==> config.mk <==
export PLATFORM = sky130hd
export DESIGN_NAME = pe_seq_ctrl_1st
export DESIGN_NICKNAME = d
export VERILOG_FILES = /design/src/rtl/pe_seq_pkg.sv /design/src/rtl/pe_seq_ctrl_1st_win_tap_cnt.sv /design/src/rtl/pe_seq_ctrl_1st.sv
export SDC_FILE = /design/constraint.sdc
export NUM_CORES = 1
export LEC_CHECK = 0
export ABC_CLOCK_PERIOD_IN_PS = 6400
export CORE_ASPECT_RATIO = 0.9
export CORE_MARGIN = 5
export CORE_UTILIZATION = 40
export DETAILED_ROUTE_END_ITERATION = 12
export GPL_ROUTABILITY_DRIVEN = 1
export GPL_TIMING_DRIVEN = 1
export HOLD_SLACK_MARGIN = 0.1
export SKIP_CTS_REPAIR_TIMING = 1
export SYNTH_ARGS = -nofsm -noshare
export SYNTH_HDL_FRONTEND = slang
export SYNTH_HIERARCHICAL = 1
export SYNTH_SLANG_ARGS = --single-unit
==> constraint.sdc <==
create_clock -name clk -period 6.4 [get_ports clk]
set_input_delay 1.6 -clock clk [delete_from_list [all_inputs] [get_ports clk]]
set_output_delay 1.6 -clock clk [all_outputs]
set_load 0.01 [all_outputs]
Wiring heat map:
(3 px per um) 24 x 21 tiles, from dark purple (low) to yellow (high), scaled to the fullest tile. Values are wire area over tile area, all layers added.
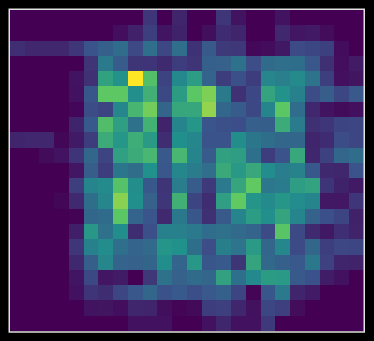
The emptiest ninth of the die: lower left. The densest ninth of the die: center. 12% of the tiles are over half the peak. The fullest tile reaches 0.51.
total track usage: 0.1534
Routed WL: 9428 um
per-cell routed wire length: 15.41 um

Cell placement:
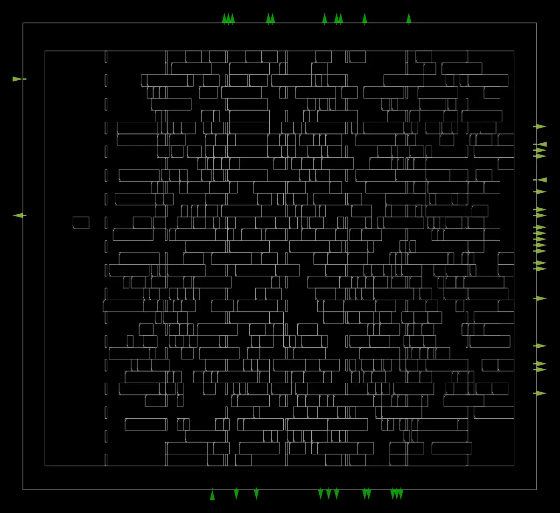
fin cells: 612
final core occ: 0.4875
fillers: 953
row cnt: 35
flop share of the area: 0.3406

Zoomed window:
Region (34, 50) to (84, 100) um. Cells in gray, sequential cells in the stronger gray; small squares are vias.
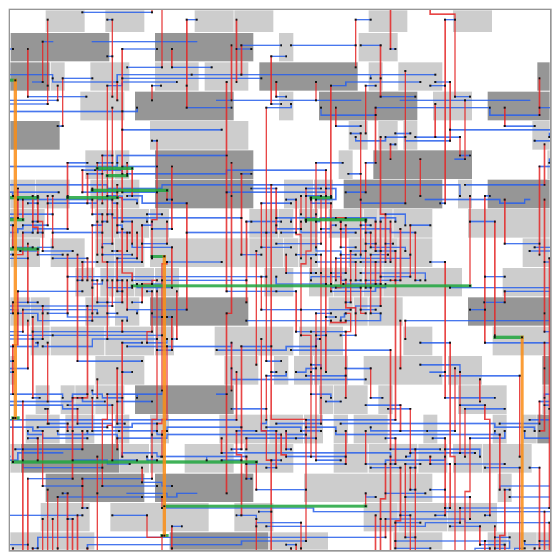
metal 2: in red. metal 3: in green. metal 4: in orange. metal 1: in blue.
Sequential cells in the window: 19. 154 logic cells have their middle in the window. Most frequent: dfrtp_1 (19), nand2_1 (18), ha_1 (11).

Cells by drive strength:
(2 px per um)
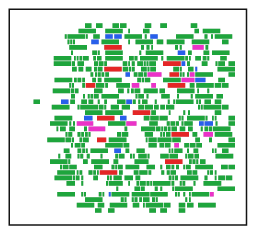
_6 and larger: in red, cells 12, share 2.5%. _0 and _1 cells: in green, cells 442, share 92%. _2 cells: in blue, cells 17, share 3.5%. _3 and _4 cells: in magenta, cells 12, share 2.5%.
setup ws final: 1888 ps
nonclk buf count: 44
area grow syn2layout: 19.30%
design area: 0.004996 mm^2

==> flow_metrics.tcl <==
# collected from the flow reports
set metrics [dict create \
    dp_hpwl_um 6921 \
    cts_root_buffer "clkbuf_16" \
    worstSetupStartpointType "flip-flop" \
    post-route-period-util 0.7050 \
    p_seq_frac 0.328 \
    comb-cell-share 0.4606 \
    dpl-instance-area_mm2 0.004718 \
    period_minus_slack_ps 4512 \
    dr_wl_met3_um 349 \
    synth.top_cells.by_area "dfrtp_1, ha_1, nand2_1" \
    power.switching_uw 724.6 \
    viasPerCell 5.392 \
    cts_buffers 9 \
    cts_tree "yes" \
    cp_cell_sequence "ha_1 -> fa_1 -> xor2_1 -> fa_1 -> ha_1 -> inv_1 -> fa_1 -> inv_1 -> a21o_1 -> a21oi_1 -> xnor2_1 -> ha_1 -> a21o_1 -> a41oi_1 -> and4b_4 -> nor4_2" \
    fin_hold_ws_ps 473.2 \
    finalMaxSlewViolations 0 \
    peakVddDrop_uv 188.8 \
    status "completed" \
    max_freq_mhz 221.6 \
    place_ws_ps 1890 \
    p_total_uw 1930 \
    seqCellArea_mm2 0.001702 \
    edf_count 0 \
    yosys.area_share.adder 0.1141 \
    grt_pass1_vias 3241 \
    drtIter0Drc 146 \
    avgSynthCellArea_um2 9.561 \
    layout-drive-gt1-share 0.08489 \
    path_depth 16 \
    rrSetupSlack_ps 1890 \
    cp_num_buf_inv 2 \
    pwr-share-clk 0.239 \
    ys_ff 68 \
    cellPowerDensity_mw_per_mm2 386.4 \
]
Power is estimated from default activity; no workload was simulated.
